### src/rtl/load_store_unit_pkg.sv
// Shared definitions for the load/store unit and its memory-side contract.
//
// Contents:
//   ADDR_W, WORD_W      address and data widths
//   MEM_COUNT_*         access-size encoding (NONE means no request on the bus)
//   MEM_CODE_*          memory response codes, including the unit-generated TIMEOUT
//   lsu_state_e         sequencer states
package load_store_unit_pkg;

  localparam int unsigned ADDR_W      = 32;
  localparam int unsigned WORD_W      = 32;
  localparam int unsigned MEM_COUNT_W = 2;
  localparam int unsigned MEM_CODE_W  = 3;

  localparam logic [MEM_COUNT_W-1:0] MEM_COUNT_NONE = 2'd0;
  localparam logic [MEM_COUNT_W-1:0] MEM_COUNT_BYTE = 2'd1;
  localparam logic [MEM_COUNT_W-1:0] MEM_COUNT_HALF = 2'd2;
  localparam logic [MEM_COUNT_W-1:0] MEM_COUNT_WORD = 2'd3;

  localparam logic [MEM_CODE_W-1:0] MEM_CODE_INVALID       = 3'd0;
  localparam logic [MEM_CODE_W-1:0] MEM_CODE_READ          = 3'd1;
  localparam logic [MEM_CODE_W-1:0] MEM_CODE_WRITE         = 3'd2;
  localparam logic [MEM_CODE_W-1:0] MEM_CODE_MISALIGNED    = 3'd3;
  localparam logic [MEM_CODE_W-1:0] MEM_CODE_OUT_OF_BOUNDS = 3'd4;
  // Never produced by memory; raised by the unit when no response arrives.
  localparam logic [MEM_CODE_W-1:0] MEM_CODE_TIMEOUT       = 3'd5;

  typedef enum logic [1:0] {
    StIdle,
    StReq,
    StWait,
    StDone
  } lsu_state_e;

endpackage

### src/rtl/load_extender.sv
// Combinational size/sign extension of low-aligned load data.
//
// Ports:
//   count_i     access size (BYTE/HALF/WORD); other values pass data through
//   unsigned_i  1 = zero-extend, 0 = sign-extend
//   data_i      raw load data, low-aligned
//   data_o      extended result
module load_extender
  import load_store_unit_pkg::*;
(
  input  logic [MEM_COUNT_W-1:0] count_i,
  input  logic                   unsigned_i,
  input  logic [WORD_W-1:0]      data_i,
  output logic [WORD_W-1:0]      data_o
);

  logic fill_byte;
  logic fill_half;

  assign fill_byte = ~unsigned_i & data_i[7];
  assign fill_half = ~unsigned_i & data_i[15];

  always_comb begin
    data_o = data_i;
    case (count_i)
      MEM_COUNT_BYTE: data_o = {{(WORD_W - 8){fill_byte}}, data_i[7:0]};
      MEM_COUNT_HALF: data_o = {{(WORD_W - 16){fill_half}}, data_i[15:0]};
      default:        data_o = data_i;
    endcase
  end

endmodule

### src/rtl/load_store_unit.sv
// Memory-stage sequencer: accepts one load/store per handshake, issues a single-cycle
// request to memory, captures and classifies the response, extends load data and holds
// the result until writeback takes it. One operation in flight at a time.
//
// Ports:
//   clk, aresetn                          clock, asynchronous active-low reset
//   i_valid/o_ready, i_store, i_addr,
//   i_wr_data, i_count, i_unsigned, i_rd  operation from execute
//   i_flush                               kill the in-flight result
//   o_req_*                               memory request bus (count NONE when idle)
//   i_res_rd_data, i_res_code             registered memory response
//   o_valid/i_ready, o_rd_data, o_rd,
//   o_wb_en, o_exc, o_exc_code            result to writeback
module load_store_unit
  import load_store_unit_pkg::*;
#(
  parameter int unsigned RESP_TIMEOUT = 4
) (
  input  logic                   clk,
  input  logic                   aresetn,
  input  logic                   i_valid,
  output logic                   o_ready,
  input  logic                   i_store,
  input  logic [ADDR_W-1:0]      i_addr,
  input  logic [WORD_W-1:0]      i_wr_data,
  input  logic [MEM_COUNT_W-1:0] i_count,
  input  logic                   i_unsigned,
  input  logic [4:0]             i_rd,
  input  logic                   i_flush,
  output logic [ADDR_W-1:0]      o_req_addr,
  output logic [WORD_W-1:0]      o_req_wr_data,
  output logic                   o_req_wr_en,
  output logic [MEM_COUNT_W-1:0] o_req_count,
  input  logic [WORD_W-1:0]      i_res_rd_data,
  input  logic [MEM_CODE_W-1:0]  i_res_code,
  output logic                   o_valid,
  input  logic                   i_ready,
  output logic [WORD_W-1:0]      o_rd_data,
  output logic [4:0]             o_rd,
  output logic                   o_wb_en,
  output logic                   o_exc,
  output logic [MEM_CODE_W-1:0]  o_exc_code
);

  // Timer value on the last permitted WAIT cycle.
  localparam logic [7:0] TimeoutLast = 8'(RESP_TIMEOUT - 1);

  lsu_state_e             state_q;
  logic [7:0]             timer_q;
  logic                   store_q;
  logic [MEM_COUNT_W-1:0] count_q;
  logic                   unsigned_q;
  logic                   flushed_q;

  logic [WORD_W-1:0]      ext_data;
  logic                   success;
  logic                   res_invalid;

  load_extender u_load_extender (
    .count_i    (count_q),
    .unsigned_i (unsigned_q),
    .data_i     (i_res_rd_data),
    .data_o     (ext_data)
  );

  assign o_ready     = (state_q == StIdle);
  assign res_invalid = (i_res_code == MEM_CODE_INVALID);
  // A response only counts as success when its direction matches the request.
  assign success     = (~store_q & (i_res_code == MEM_CODE_READ)) |
                       ( store_q & (i_res_code == MEM_CODE_WRITE));

  always_ff @(posedge clk or negedge aresetn) begin
    if (!aresetn) begin
      state_q       <= StIdle;
      timer_q       <= '0;
      store_q       <= 1'b0;
      count_q       <= MEM_COUNT_NONE;
      unsigned_q    <= 1'b0;
      flushed_q     <= 1'b0;
      o_req_addr    <= '0;
      o_req_wr_data <= '0;
      o_req_wr_en   <= 1'b0;
      o_req_count   <= MEM_COUNT_NONE;
      o_valid       <= 1'b0;
      o_rd_data     <= '0;
      o_rd          <= '0;
      o_wb_en       <= 1'b0;
      o_exc         <= 1'b0;
      o_exc_code    <= MEM_CODE_INVALID;
    end else begin
      unique case (state_q)
        StIdle: begin
          if (i_valid && !i_flush) begin
            store_q    <= i_store;
            count_q    <= i_count;
            unsigned_q <= i_unsigned;
            o_rd       <= i_rd;
            flushed_q  <= 1'b0;
            if (i_count == MEM_COUNT_NONE) begin
              // Nothing to send; report the bad size straight away.
              state_q    <= StDone;
              o_valid    <= 1'b1;
              o_exc      <= 1'b1;
              o_exc_code <= MEM_CODE_INVALID;
              o_rd_data  <= '0;
              o_wb_en    <= 1'b0;
            end else begin
              state_q       <= StReq;
              o_req_addr    <= i_addr;
              o_req_wr_data <= i_wr_data;
              o_req_wr_en   <= i_store;
              o_req_count   <= i_count;
            end
          end
        end

        StReq: begin
          o_req_count <= MEM_COUNT_NONE;
          o_req_wr_en <= 1'b0;
          timer_q     <= '0;
          state_q     <= StWait;
          if (i_flush) flushed_q <= 1'b1;
        end

        StWait: begin
          if (!res_invalid || timer_q == TimeoutLast) begin
            if (i_flush || flushed_q) begin
              // Bus transaction finished; the result is discarded.
              state_q   <= StIdle;
              flushed_q <= 1'b0;
            end else begin
              state_q <= StDone;
              o_valid <= 1'b1;
              if (res_invalid) begin
                o_exc      <= 1'b1;
                o_exc_code <= MEM_CODE_TIMEOUT;
                o_rd_data  <= '0;
                o_wb_en    <= 1'b0;
              end else begin
                o_exc      <= ~success;
                o_exc_code <= success ? MEM_CODE_INVALID : i_res_code;
                o_wb_en    <= success & ~store_q;
                o_rd_data  <= (success & ~store_q) ? ext_data : '0;
              end
            end
          end else begin
            timer_q <= timer_q + 8'd1;
            if (i_flush) flushed_q <= 1'b1;
          end
        end

        StDone: begin
          if (i_ready || i_flush) begin
            state_q    <= StIdle;
            o_valid    <= 1'b0;
            o_exc      <= 1'b0;
            o_exc_code <= MEM_CODE_INVALID;
            o_rd_data  <= '0;
            o_wb_en    <= 1'b0;
          end
        end

        default: state_q <= StIdle;
      endcase
    end
  end

endmodule

### config.mk
export PLATFORM = sky130hd
export DESIGN_NAME = load_store_unit
export DESIGN_NICKNAME = d
export VERILOG_FILES = /design/src/rtl/load_store_unit_pkg.sv /design/src/rtl/load_extender.sv /design/src/rtl/load_store_unit.sv
export SDC_FILE = /design/constraint.sdc
export NUM_CORES = 1
export LEC_CHECK = 0
export CAP_MARGIN = 20
export CORE_ASPECT_RATIO = 0.6
export CORE_UTILIZATION = 39
export DETAILED_ROUTE_END_ITERATION = 7
export GPL_TIMING_DRIVEN = 0
export HOLD_SLACK_MARGIN = 0.03
export PLACE_DENSITY_LB_ADDON = 0.05
export SLEW_MARGIN = 20
export SYNTH_ARGS = -nofsm -noshare
export SYNTH_HDL_FRONTEND = slang
export SYNTH_SLANG_ARGS = --single-unit
### constraint.sdc
create_clock -name clk -period 2.3 [get_ports clk]
set_input_delay 0.46 -clock clk [delete_from_list [all_inputs] [get_ports clk]]
set_output_delay 0.46 -clock clk [all_outputs]
set_load 0.05 [all_outputs]
**Run 1: signal wires by layer**

Two of the layers only.
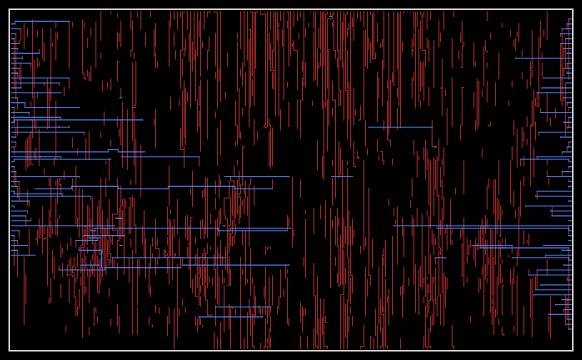
M3: marked blue, wire length 1190 µm. M2: marked red, wire length 6790 µm.

**Run 1: local utilization**

Bar = 50 µm. The die is cut into 16 by 9 equal tiles; dark purple is low, yellow is high, 0 to 100% covered.
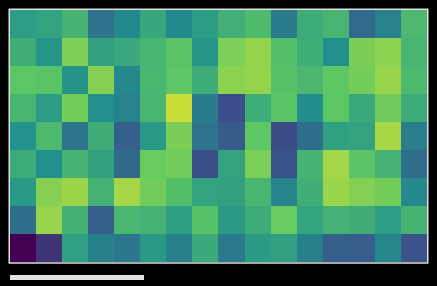
The fullest tile reaches 92%. The mean over all tiles is 59%. 0.70% of the tiles are nearly empty. 19% of the tiles are over 75% full.
floorplan core area: 0.0137 mm²
final core utilization: 64.7%
pre-placement core utilization: 40.1%

**Run 1: wire density map**

The die is cut into 31 by 19 equal tiles; dark purple is low, yellow is high, scaled to the fullest tile. Values are wire area over tile area, all layers added.
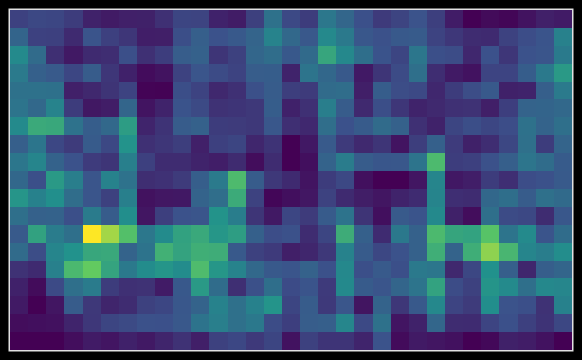
The fullest tile reaches 0.63. The mean over all tiles is 0.17. 2.5% of the tiles are nearly empty.
routed wire length: 15000 µm
global router's overall resource usage: 21.0%
count of vias placed by the detailed router: 4312
Avg WL per Cell: 16.7 µm

==> results.cfg, run 1 <==
; implementation run metrics
[status]
violations = negative setup slack
status = complete, but fails checks

[sta]
final_critical_path_setup_slack_ns = -0.0104
max_freq_ghz = 0.433
max_slew_margin_pct = 61.9
timing.final.crit_period_ns = 2.31
setup_viol = 5
largest_clock_skew_in_the_final_design_ns = 0.0113

[floorplanning]
fp-row-count = 33
die.size.x_um = 155
die_area_mm2 = 0.0146
die_height_um = 93.9

[synth]
netlist_top_cells_count = dfrtp_1 (125), mux2_2 (83), nand2_1 (48)
ys_sh_xor_pct = 0.319
synth-cells-yosys = 433
top_cell = dfrtp_1
synth.cell_area_mm2 = 0.00549
edf_count = 0
area_fraction_in_full_adders_half_adders_and_majority_gates_pct = 1.82
postSynth.asyncResetShare_pct = 100
numSynthFlops = 125

[critical_path]
critical_path_buffer_and_inverter_count = 2
timing.critical_path.max_delay_family = simple AND/OR/NAND/NOR gates
timing.critical_path.required_ns = 2.59
cp_slowest_cell = or4b_4

[drt]
final_antenna_net_count = 0
detail_route.vias_per_cell = 4.81
routed-wl-met2_um = 6790
first_iter_violations = 175

[clocking]
clock_sink_count = 125
clock_tree.buffer_depth = 2
ctsHoldBuffers = 1
clkTransAtPathRegs_ns = 0.06

[run]
max_cap_viol_count = 0

[finish]
antennaDiodeCount = 0
layoutNonFillerInstCount = 896
area.growth.synth_to_final_pct = 61.5
num-fill-cells = 1056

[placed_design]
dpl_worst_slack_ns = -0.560
run 1: path summary, 6_finish.rpt:
kind | from | endpoint | slack, ns | cells after the start
worst min register to register | o_rd[0] | o_rd[0] | 0.49 | 2
max in group asynchronous | aresetn | timer_q[0] | 1.02 | 3
worst max register to register | timer_q[0] | o_rd_data[30] | -0.01 | 7
worst max-delay path | timer_q[0] | o_rd_data[30] | -0.01 | 7
min in group asynchronous | aresetn | o_req_addr[11] | 0.57 | 2
worst min-delay path | o_rd[0] | o_rd[0] | 0.49 | 2
run 1: sequential cells by signal, indices dropped and copies added (netlist names):
signal / count
o_exc_code: 3
count_q: 2
state_q: 2
o_req_count: 2
o_req_wr_data: 32
o_rd: 5
o_req_wr_en: 1
o_req_addr: 32
flushed_q: 1
o_rd_data: 32
o_wb_en: 1
o_exc: 1
unsigned_q: 1
o_valid: 1
timer_q: 8
store_q: 1
run 1: placed cells by master (no fill, tap or decap), drive strengths merged, types with 3 or more instances in the layout:
cell / n
mux2: 93
dfrtp: 125
clkbuf: 31
and3: 17
mux2i: 14
buf: 25
nand2: 48
nand2b: 18
nand3: 7
nand4: 3
clkdlybuf4s50: 221
o21ai: 7
a21oi: 15
clkinv: 6
ha: 8
nor2: 11
inv: 15
o211ai: 3
nor3b: 3
bufinv: 4
run 1: final cells by class:
cell class              count  area (µm²)  area share (%)
flip-flops and latches    125        3130            35.3
repair buffers            241        2420            27.3
multi-input cells         273        2260            25.5
clock buffers              18         439            4.95
well taps                 192         240            2.71
clock inverters            13         191            2.16
plain buffers              20         141            1.59
inverters                  14        52.6           0.592
run 1: tightest hold or removal path: cells and delay by family (launching register included):
family	cells	cell delay [ns]
DFF	1	0.35
and+or+nand+nor	2	0.10
--- run 2 (diff from run 1) ---
- ABC_AREA: unset -> 1
==> run 2 against run 1 <==
The flow now finishes without violations. Non-clock buffer count is 8 lower. Synthesized area is 0.32% higher. Worst setup slack better by 0.22 ns. Combinational power is 4.9% lower. Count of clock-buffer cells in the layout is 1 higher. Critical path type is now reg -> out.
==> results.cfg, run 2 <==
; implementation run metrics
[status]
status = complete, no violations

[finish]
seqAreaFraction_pct = 36.5
seq_cells = 125
layout.non_clock_inverters = 42
area_share_clock_buf_inv_pct = 6.45
num-nonclk-buffers = 253
leading_registers_by_flop_count = o_rd_data: 32 flops, o_req_addr: 32 flops, o_req_wr_data: 32 flops
ff_latch_area_mm2 = 0.00313
layout.area.comb_mm2 = 0.00206
leading_cell_type_in_the_layout_fill_and_taps_excluded = nand2_1
comb_share_pct = 24.1
num-fill-cells = 1189

[sta]
timing.final.crit_period_ns = 2.09
max_slew_margin_pct = 62.0
max_freq_ghz = 0.479
final_critical_path_setup_slack_ns = 0.214
setup_viol = 0

[clocking]
clock_tree.buffer_depth = 2

[critical_path]
worst_setup_path_startpoint = o_req_addr[16]
critical_path_buffer_and_inverter_count = 1
cp_slowest_cell = clkdlybuf4s50_1
crit_cells = 1
timing.critical_path.required_ns = 1.84
worst-r2r-cell-count = 9
reg2reg_from = state_q[0]
timing.critical_path.max_delay_family = buffers and inverters

[drt]
final_antenna_net_count = 0
wire_per_inst_um = 13.6
detailroute.via_count = 5125
first_iter_violations = 284
drcViolationCount = 0

[synth]
postSynth.asyncResetShare_pct = 100
numSynthFlops = 125
netlist_top_cells_count = nand2_1 (374), dfrtp_1 (125), nor2_1 (61)
edf_count = 0
synth.cell_area_mm2 = 0.00551
synth-cells-yosys = 694

[floorplanning]
num_tap_cells = 192
die_height_um = 94.1
fp-row-count = 33
die.size.x_um = 155
core-area_mm2 = 0.0137
die_area_mm2 = 0.0146

[run]
max_cap_viol_count = 0

[min_path]
whs_path_depth = 2

[grt]
groute.usage.overall_pct = 21.9

[placed_design]
io_buffers = 223
dpl_worst_slack_ns = 0.0579
==> run 2: cell families (layout without fill, tap and decap cells) <==
| logic type | Yosys count | in the layout | share of synthesized area, % |
|---|---|---|---|
| AND/OR/NAND/NOR | 454 | 454 | 32.0 |
| flip-flops | 125 | 125 | 56.8 |
| buffers and inverters | 70 | 327 | 5.81 |
| AND-OR/OR-AND | 36 | 36 | 3.43 |
| adder cells (fa/ha/maj) | 8 | 8 | 1.82 |
| XOR/XNOR | 1 | 1 | 0.159 |
==> run 2: through the flow <==
stage / util (%) / cells / instance area (µm²)
2_1_floorplan: - / 694 / 5510
3_3_place_gp: 58.2 / 1109 / 7980
3_5_place_dp: 58.4 / 1110 / 8010
4_1_cts: 62.5 / 1143 / 8570
5_1_grt: 62.5 / 1143 / 8570
6_report: 62.5 / 1143 / 8570
==> run 2: final timing paths <==
check	slack, ns	to
setup / recovery	0.21	o_req_addr[16]
hold / removal	0.47	o_req_addr[8]
setup reg to reg	0.22	o_req_addr[3]
hold reg to reg	0.47	o_req_addr[8]
max in group asynchronous	1.00	o_rd_data[25]
min in group asynchronous	0.56	state_q[0]
==> run 2: report_power, final <==
part	internal, µW	switching (µW)
clock	1490	988
sequential	3000	464
combinational	2130	4540
total	6620	6000
==> run 2: routing by layer <==
layer  GRT usage (%)  up-vias  share of wire [%]
met5               0        -                  0
met2            33.7      175                 44
met3            6.69        6                7.9
met4            4.98        0               0.34
li1                -     2593                  -
met1            30.2     2351                 48
==> run 2: repair_timing <==
action | CTS | global route
endpoints found under the hold margin | 47 | 0
gates resized | 1 | 2
setup endpoints to repair | 1 | 1
hold buffers | 1 | 0
**Run 2: clock routing**

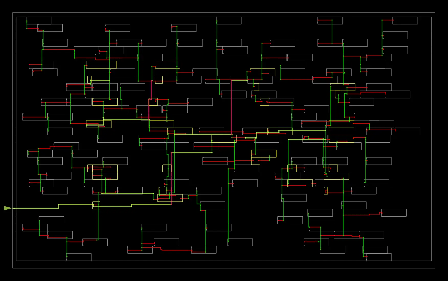
largest clock skew in the final design: 0.00760 ns
total number of clock tree sinks: 125
layout clock buffer count: 19
CTS buffer count: 17
P_clk: 2480 µW

**Run 2: local utilization**

Bar = 50 µm. The die is cut into 16 by 9 equal tiles; dark purple is low, yellow is high, 0 to 100% covered.
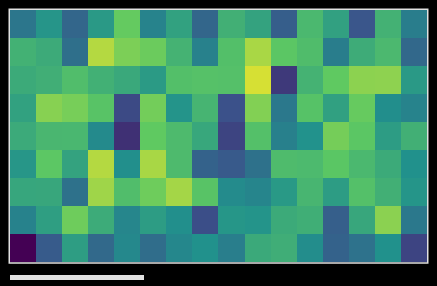
The fullest tile reaches 94%. The mean over all tiles is 57%. 0.70% of the tiles are nearly empty. 16% of the tiles are over 75% full.
pre-placement core utilization: 40.2%
final core utilization: 62.5%

Power figures rest on the tool's default switching activity, not on a simulated workload.
